<file path="src/rtl/jk_divider_ctrl.sv">
`default_nettype none
// ============================================================================
// Module      : jk_divider_ctrl
// Description : Sequencer for a JK-bistable clock divider. It counts modulo a
//               programmable ratio, emits tick/clk_out and checks the bank's Q
//               against the expected count every cycle.
// Revision    : 1.0 - initial release
// ============================================================================
module jk_divider_ctrl #(
  parameter int WIDTH         = 4,
  parameter int DEFAULT_RATIO = 2
) (
  input  logic             clk,
  input  logic             reset,
  input  logic             en,
  input  logic             cfg_valid,
  output logic             cfg_ready,
  input  logic [WIDTH-1:0] cfg_ratio,
  output logic             cfg_err,
  input  logic [WIDTH-1:0] q,
  output logic [WIDTH-1:0] j,
  output logic [WIDTH-1:0] k,
  output logic             tick,
  output logic             clk_out,
  output logic             busy,
  output logic             fault
);

  typedef enum logic [1:0] {
    IDLE  = 2'd0,
    CLEAR = 2'd1,
    RUN   = 2'd2
  } state_t;

  localparam logic [WIDTH-1:0] c_all_ones      = '1;
  localparam logic [WIDTH-1:0] c_one           = WIDTH'(1);
  localparam logic [WIDTH-1:0] c_default_ratio = WIDTH'(DEFAULT_RATIO);

  state_t           r_state;
  logic [WIDTH-1:0] r_e;
  logic [WIDTH-1:0] r_r;
  logic [WIDTH-1:0] r_s;
  logic             r_p;
  logic             r_clk_out;
  logic             r_cfg_err;

  logic [WIDTH-1:0] w_toggle;
  logic [WIDTH-1:0] w_last;
  logic             w_run;
  logic             w_mismatch;
  logic             w_terminal;
  logic             w_xfer;
  logic             w_zero;

  // Bit i toggles when every lower expected bit is 1 (synchronous binary count).
  assign w_toggle[0] = 1'b1;
  generate
    for (genvar gi = 1; gi < WIDTH; gi++) begin : g_toggle
      assign w_toggle[gi] = &r_e[gi-1:0];
    end
  endgenerate

  assign w_last     = r_r - c_one;
  assign w_run      = (r_state == RUN);
  assign w_mismatch = w_run && (q != r_e);
  // A mismatch takes priority, so terminal also implies q == e.
  assign w_terminal = w_run && !w_mismatch && (r_e == w_last);
  assign w_xfer     = cfg_valid && !r_p;
  assign w_zero     = (cfg_ratio == '0);

  always_comb begin
    j = '0;
    k = '0;
    case (r_state)
      CLEAR: k = c_all_ones;
      RUN: begin
        if (w_mismatch || w_terminal) begin
          k = c_all_ones;
        end else begin
          j = w_toggle;
          k = w_toggle;
        end
      end
      default: begin
        j = '0;
        k = '0;
      end
    endcase
  end

  assign tick      = w_terminal;
  assign fault     = w_mismatch;
  assign busy      = (r_state != IDLE);
  assign cfg_ready = !r_p;
  assign cfg_err   = r_cfg_err;
  assign clk_out   = r_clk_out;

  always_ff @(posedge clk or posedge reset) begin
    if (reset) begin
      r_state   <= IDLE;
      r_e       <= '0;
      r_r       <= c_default_ratio;
      r_s       <= '0;
      r_p       <= 1'b0;
      r_clk_out <= 1'b0;
      r_cfg_err <= 1'b0;
    end else begin
      r_cfg_err <= w_xfer && w_zero;

      // Ratio writes go straight to r only while the counter is stopped.
      if (w_xfer && !w_zero) begin
        if (r_state == IDLE) begin
          r_r <= cfg_ratio;
        end else begin
          r_s <= cfg_ratio;
          r_p <= 1'b1;
        end
      end

      case (r_state)
        IDLE: begin
          if (en) begin
            r_state   <= CLEAR;
            r_clk_out <= 1'b0;
          end
        end
        CLEAR: begin
          r_e <= '0;
          if (r_p) begin
            r_r <= r_s;
            r_p <= 1'b0;
          end
          r_state <= en ? RUN : IDLE;
        end
        RUN: begin
          if (w_mismatch) begin
            r_e     <= '0;
            r_state <= CLEAR;
          end else if (w_terminal) begin
            r_e       <= '0;
            r_clk_out <= ~r_clk_out;
            if (r_p) begin
              r_r <= r_s;
              r_p <= 1'b0;
            end
            r_state <= en ? RUN : CLEAR;
          end else begin
            r_e     <= r_e + c_one;
            r_state <= en ? RUN : CLEAR;
          end
        end
        default: r_state <= IDLE;
      endcase
    end
  end

endmodule
`default_nettype wire

</file>
<file path="config.mk">
export PLATFORM = sky130hd
export DESIGN_NAME = jk_divider_ctrl
export DESIGN_NICKNAME = d
export VERILOG_FILES = /design/src/rtl/jk_divider_ctrl.sv
export SDC_FILE = /design/constraint.sdc
export NUM_CORES = 1
export LEC_CHECK = 0
export ABC_AREA = 1
export CORE_MARGIN = 2
export CORE_UTILIZATION = 52
export DETAILED_ROUTE_END_ITERATION = 8
export PLACE_DENSITY_LB_ADDON = 0.25
export SLEW_MARGIN = 20
export SYNTH_ARGS = -nofsm -noshare
export SYNTH_HDL_FRONTEND = slang
export SYNTH_SLANG_ARGS = --single-unit
export TNS_END_PERCENT = 10
</file>
<file path="constraint.sdc">
create_clock -name clk -period 2.4 [get_ports clk]
set_clock_uncertainty 0.15 [all_clocks]
set_input_delay 0.36 -clock clk [delete_from_list [all_inputs] [get_ports clk]]
set_output_delay 0.36 -clock clk [all_outputs]
set_load 0.02 [all_outputs]
</file>
**Run 1: drive-strength map**

Scale: 8 px per µm.
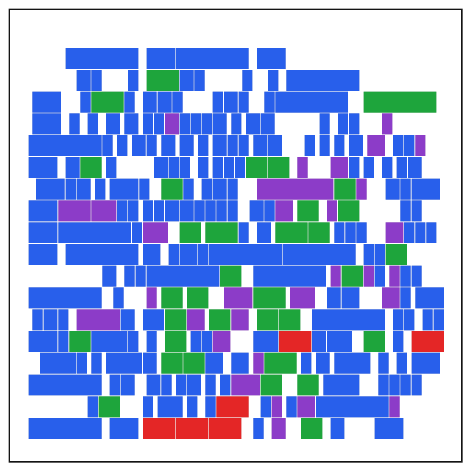
purple -> drive 2  # cells 31, share 12%, most used inv_2
red -> drive 6 and up  # cells 6, share 2.2%, most used buf_6
blue -> drive 1 or less  # cells 198, share 74%, most used nand2_1
green -> drive 3 to 4  # cells 34, share 13%, most used buf_4
final instance area: 0.001917 mm²
Layout area overhead: 34.27%
non-clock buffer total of the final layout: 48
Final WS setup: -0.1665 ns

**Run 1: port wiring**

Scale: 4 px per µm.
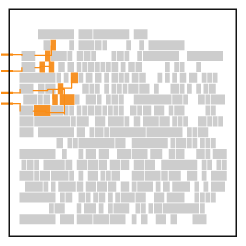
orange -> cfg_ratio  # direction input, end cells 9, buffers 4, wire 54.5 µm
port bufs: 25
# IOs: 26

**Run 1: signal wires by layer**

Scale: 8 px per µm. Two of the layers only.
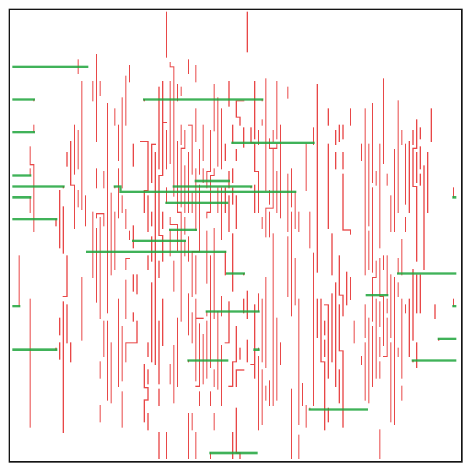
red -> met2  # wire length 1,700 µm
green -> met3  # wire length 176 µm

[run 1: layout make-up]
class	instances	area share (%)
clock buffers	3	1.175
clock inverters	1	0.2611
inverters	40	7.833
multi-input cells	160	44.58
flip-flops and latches	17	22.26
well taps	30	1.958
repair buffers	48	21.93
[run 1: sequential cells by signal (all words and copies together), names as in the netlist]
register and count:
r_state 2, r_r 4, clk_out 1, r_p 1
r_s 4, r_e 4, cfg_err 1
[run 1: logic make-up after synthesis]
kind of cell | synth area share, %
simple gates | 40.31
buf+inv | 12.71
compound gates | 8.853
flops | 29.89
fa+ha+maj | 6.135
mux | 1.490
xor+xnor | 0.6136
[run 1: synth_stat cells (all sizes together)]
| cell | number |
|---|---|
| dfstp | 1 |
| a21oi | 3 |
| o22ai | 1 |
| mux2i | 1 |
| clkbuf | 1 |
| dfrtp | 16 |
| inv | 40 |
| o21ai | 16 |
| nand3 | 23 |
| nand2 | 82 |
| buf | 3 |
| xor2 | 1 |
| ha | 7 |
| mux2 | 1 |
| nor3 | 1 |
| a31oi | 1 |
| o211ai | 1 |
| nand4 | 3 |
| nor2 | 19 |
[run 1: per-stage QoR]
step           power (mW)  std cells  util, %  setup WS (ns)
2_1_floorplan       1.482        221        -         0.1554
5_1_grt             2.388        299    75.32        -0.2781
4_1_cts             2.169        299    74.39        -0.1698
3_3_place_gp        1.942        294    72.66        -0.3840
3_5_place_dp        1.958        294    72.66        -0.4314
6_report            2.206        299    75.32        -0.1665
[run 1: final timing paths]
kind,startpoint,end
max,r_r[1],k[1]
max reg2reg,r_r[1],r_r[0]
min in group clk,r_s[0],r_s[0]
min,reset,r_s[0]
min reg2reg,r_s[0],r_s[0]
max in group asynchronous,reset,r_r[3]
==> qor.csv, run 1 <==
metric,value,unit
crit path DAT,2.06,ns
fin. max-slew vios,0,
Static Leak,1.060,nW
worst r2r path cells,15,
Final Hold Violating Endpoints,0,
Final WS setup,-0.1665,ns
Main area contributors,"dfrtp_1 (28%), nand2_1 (21%), nand3_1 (8.1%)",
GR peak layer,met2,
Yosys cell types,28,
Ys Warns,0,
routed vias/inst,5.013,
Final setup viols,8,
RSZ-0062 raised after global routing,true,
Final Routed Wirelength,3554,µm
hold_ws,0.2853,ns
violated checks,setup timing,
Commonest Layout Cell,nand2_1,
detailed placement HPWL,2725,µm
met3 Track Usage GR,3.687,%
FF-to-FF setup slack,0.18,ns
Die Area,0.003180,mm²
VDD IR max,1.103,mV
drt drc,0,
top cell type by total area after synthesis,dfrtp_1,
Top cell area share,28.05,%
Pre-antenna DRT Iters,4,
worst min-delay path class,in2async,
Area after DPL,0.001849,mm²
die width,56.40,µm
YS chip area,0.001428,mm²
FP Core Util,56.10,%
filler instances,199,
met2 wire length,1703,µm
Latency at later pin,0.31,ns
met1 usage,31.64,%
CP peak stage delay,0.56,ns
status,"finished, violations left",
Clock Path Buffers,2,
P_comb,1.56,mW
clock network power share,7.9,%
Yosys reg bits,17,
setup TNS,-0.8910,ns
Worst path depth,13,
==> inputs of run 2 (changes only) <==
==> constraint.sdc (replaced) <==
create_clock -name clk -period 2.46 [get_ports clk]
set_clock_uncertainty 0.15 [all_clocks]
set_input_delay 0.369 -clock clk [delete_from_list [all_inputs] [get_ports clk]]
set_output_delay 0.369 -clock clk [all_outputs]
set_load 0.02 [all_outputs]
**Run 2: port wiring**

Scale: 4 px per µm.
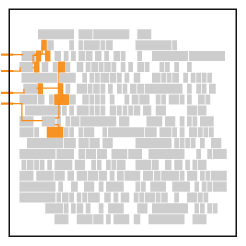
orange -> cfg_ratio  # direction input, end cells 9, buffers 4, wire 54.1 µm

**Run 2: drive-strength map**

Scale: 8 px per µm.
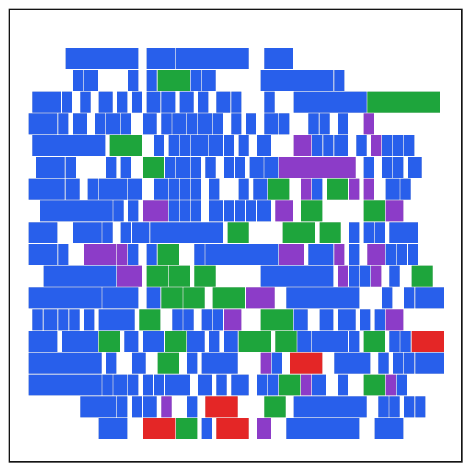
green -> drive 3 to 4  # cells 31, share 12%, most used buf_4
purple -> drive 2  # cells 26, share 9.8%, most used inv_2
blue -> drive 1 or less  # cells 203, share 77%, most used nand2_1
red -> drive 6 and up  # cells 5, share 1.9%, most used buf_6

**Run 2: I/O pins on the die edge**

Scale: 8 px per µm. Pins as bars across the die edge, other pins in gray.
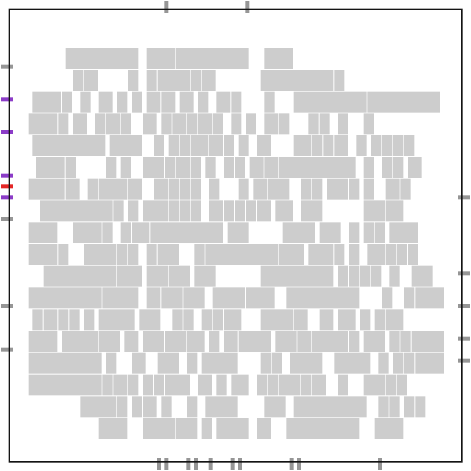
purple -> cfg_ratio  # pins 4, direction input, edge left
red -> busy  # pins 1, direction output, edge left

==> qor.csv, run 2 <==
metric,value,unit,change
met1 usage,29.38,%,-2.3 points
fin. max-slew vios,0,,unchanged
worst r2r path cells,15,,unchanged
Layout area overhead,31.20,%,
most common cell in the netlist,nand2_1,,
YS chip area,0.001428,mm²,unchanged
Final setup viols,7,,-1
met3 Track Usage GR,3.456,%,-0.23 points
GR peak layer,met2,,
Clock Path Buffers,2,,unchanged
Power Total,2.081,mW,-5.7%
drt drc,0,,unchanged
Static Leak,1.052,nW,-0.76%
# IOs,26,,unchanged
violated checks,setup timing,,
Ys Warns,0,,unchanged
filler instances,222,,+12%
Commonest flop,dfrtp_1,,
die width,56.40,µm,unchanged
status,"finished, violations left",,
worst min-delay path class,in2async,,
Worst Setup EP,k[2],,
FF-to-FF setup slack,0.21,ns,+0.03 ns
detailed placement HPWL,2612,µm,-4.2%
dpl ws,-0.3628,ns,+0.06866 ns
FP Core Util,56.10,%,unchanged
Final WS setup,-0.1182,ns,+0.04827 ns
Final Hold Violating Endpoints,0,,unchanged
final instance area,0.001873,mm²,-2.3%
routed vias/inst,5.047,,+0.68%
biggest regs,"r_e x4, r_r x4, r_s x4",,
commonest cells in the netlist,"nand2_1 (78), inv_1 (29), nand3_1 (23)",,
Latency at later pin,0.29,ns,-0.02 ns
hold_ws,0.3019,ns,+0.01657 ns
port bufs,25,,unchanged
Post-synth ARST share,100.0,%,unchanged
VDD IR max,1.104,mV,about the same
CP peak stage delay,0.55,ns,about the same
Main area contributors,"dfrtp_1 (28%), nand2_1 (21%), nand3_1 (8.1%)",,
Commonest Layout Cell,nand2_1,,
crit path DAT,2.06,ns,about the same
Die Area,0.003180,mm²,unchanged
## run 2: netlist changes by cell type in the layout (fill, tap and decap cells not counted), sizes merged
| cell | before | now |
|---|---|---|
| clkbuf | 3 | 4 |
| clkdlybuf4s50 | 15 | 14 |
| dlygate4sd2 | 2 | 1 |
| clkinv | 1 | 0 |
| dlymetal6s2s | 0 | 2 |
| buf | 31 | 27 |
## run 2: logic make-up (layout without fill, tap and decap cells)
logic type | Yosys count | after routing | share of synthesized area (%)
AND/OR/NAND/NOR | 128 | 128 | 40.31
buffers and inverters | 44 | 88 | 12.71
AND-OR/OR-AND | 22 | 22 | 8.853
flip-flops | 17 | 17 | 29.89
adder cells (fa/ha/maj) | 7 | 7 | 6.135
multiplexers | 2 | 2 | 1.490
XOR/XNOR | 1 | 1 | 0.6136
## run 2: power breakdown
group / total [mW] / switching [mW] / leakage (nW) / internal, mW
clock network: 0.152 / 0.0892 / 0.0150 / 0.0630
logic: 1.47 / 0.867 / 0.819 / 0.599
registers: 0.463 / 0.0807 / 0.219 / 0.382
## run 2: timing repair
item	4_1_cts	5_1_grt
pin swaps	3	1
endpoints found under the setup margin	9	11
resized	44	8
hold buffers	0	0
## run 2: metrics by stage
stage                     cells  utilization (%)  setup TNS, ns
final                       295            73.60        -0.4058
after global routing        295            73.60         -1.220
after CTS                   295            72.76        -0.2367
after detailed placement    291            71.78         -2.419
after global placement      291            71.78         -2.184
after floorplan             221                -              0
## run 2: layout make-up
class                   count  area, µm²  area share [%]
multi-input cells         160      839.6           44.82
well taps                  30      37.54           2.004
repair buffers             44      392.9           20.98
clock buffers               4      26.28           1.403
flip-flops and latches     17      426.7           22.78
inverters                  40      150.1           8.016
Power is estimated from default activity; no workload was simulated.
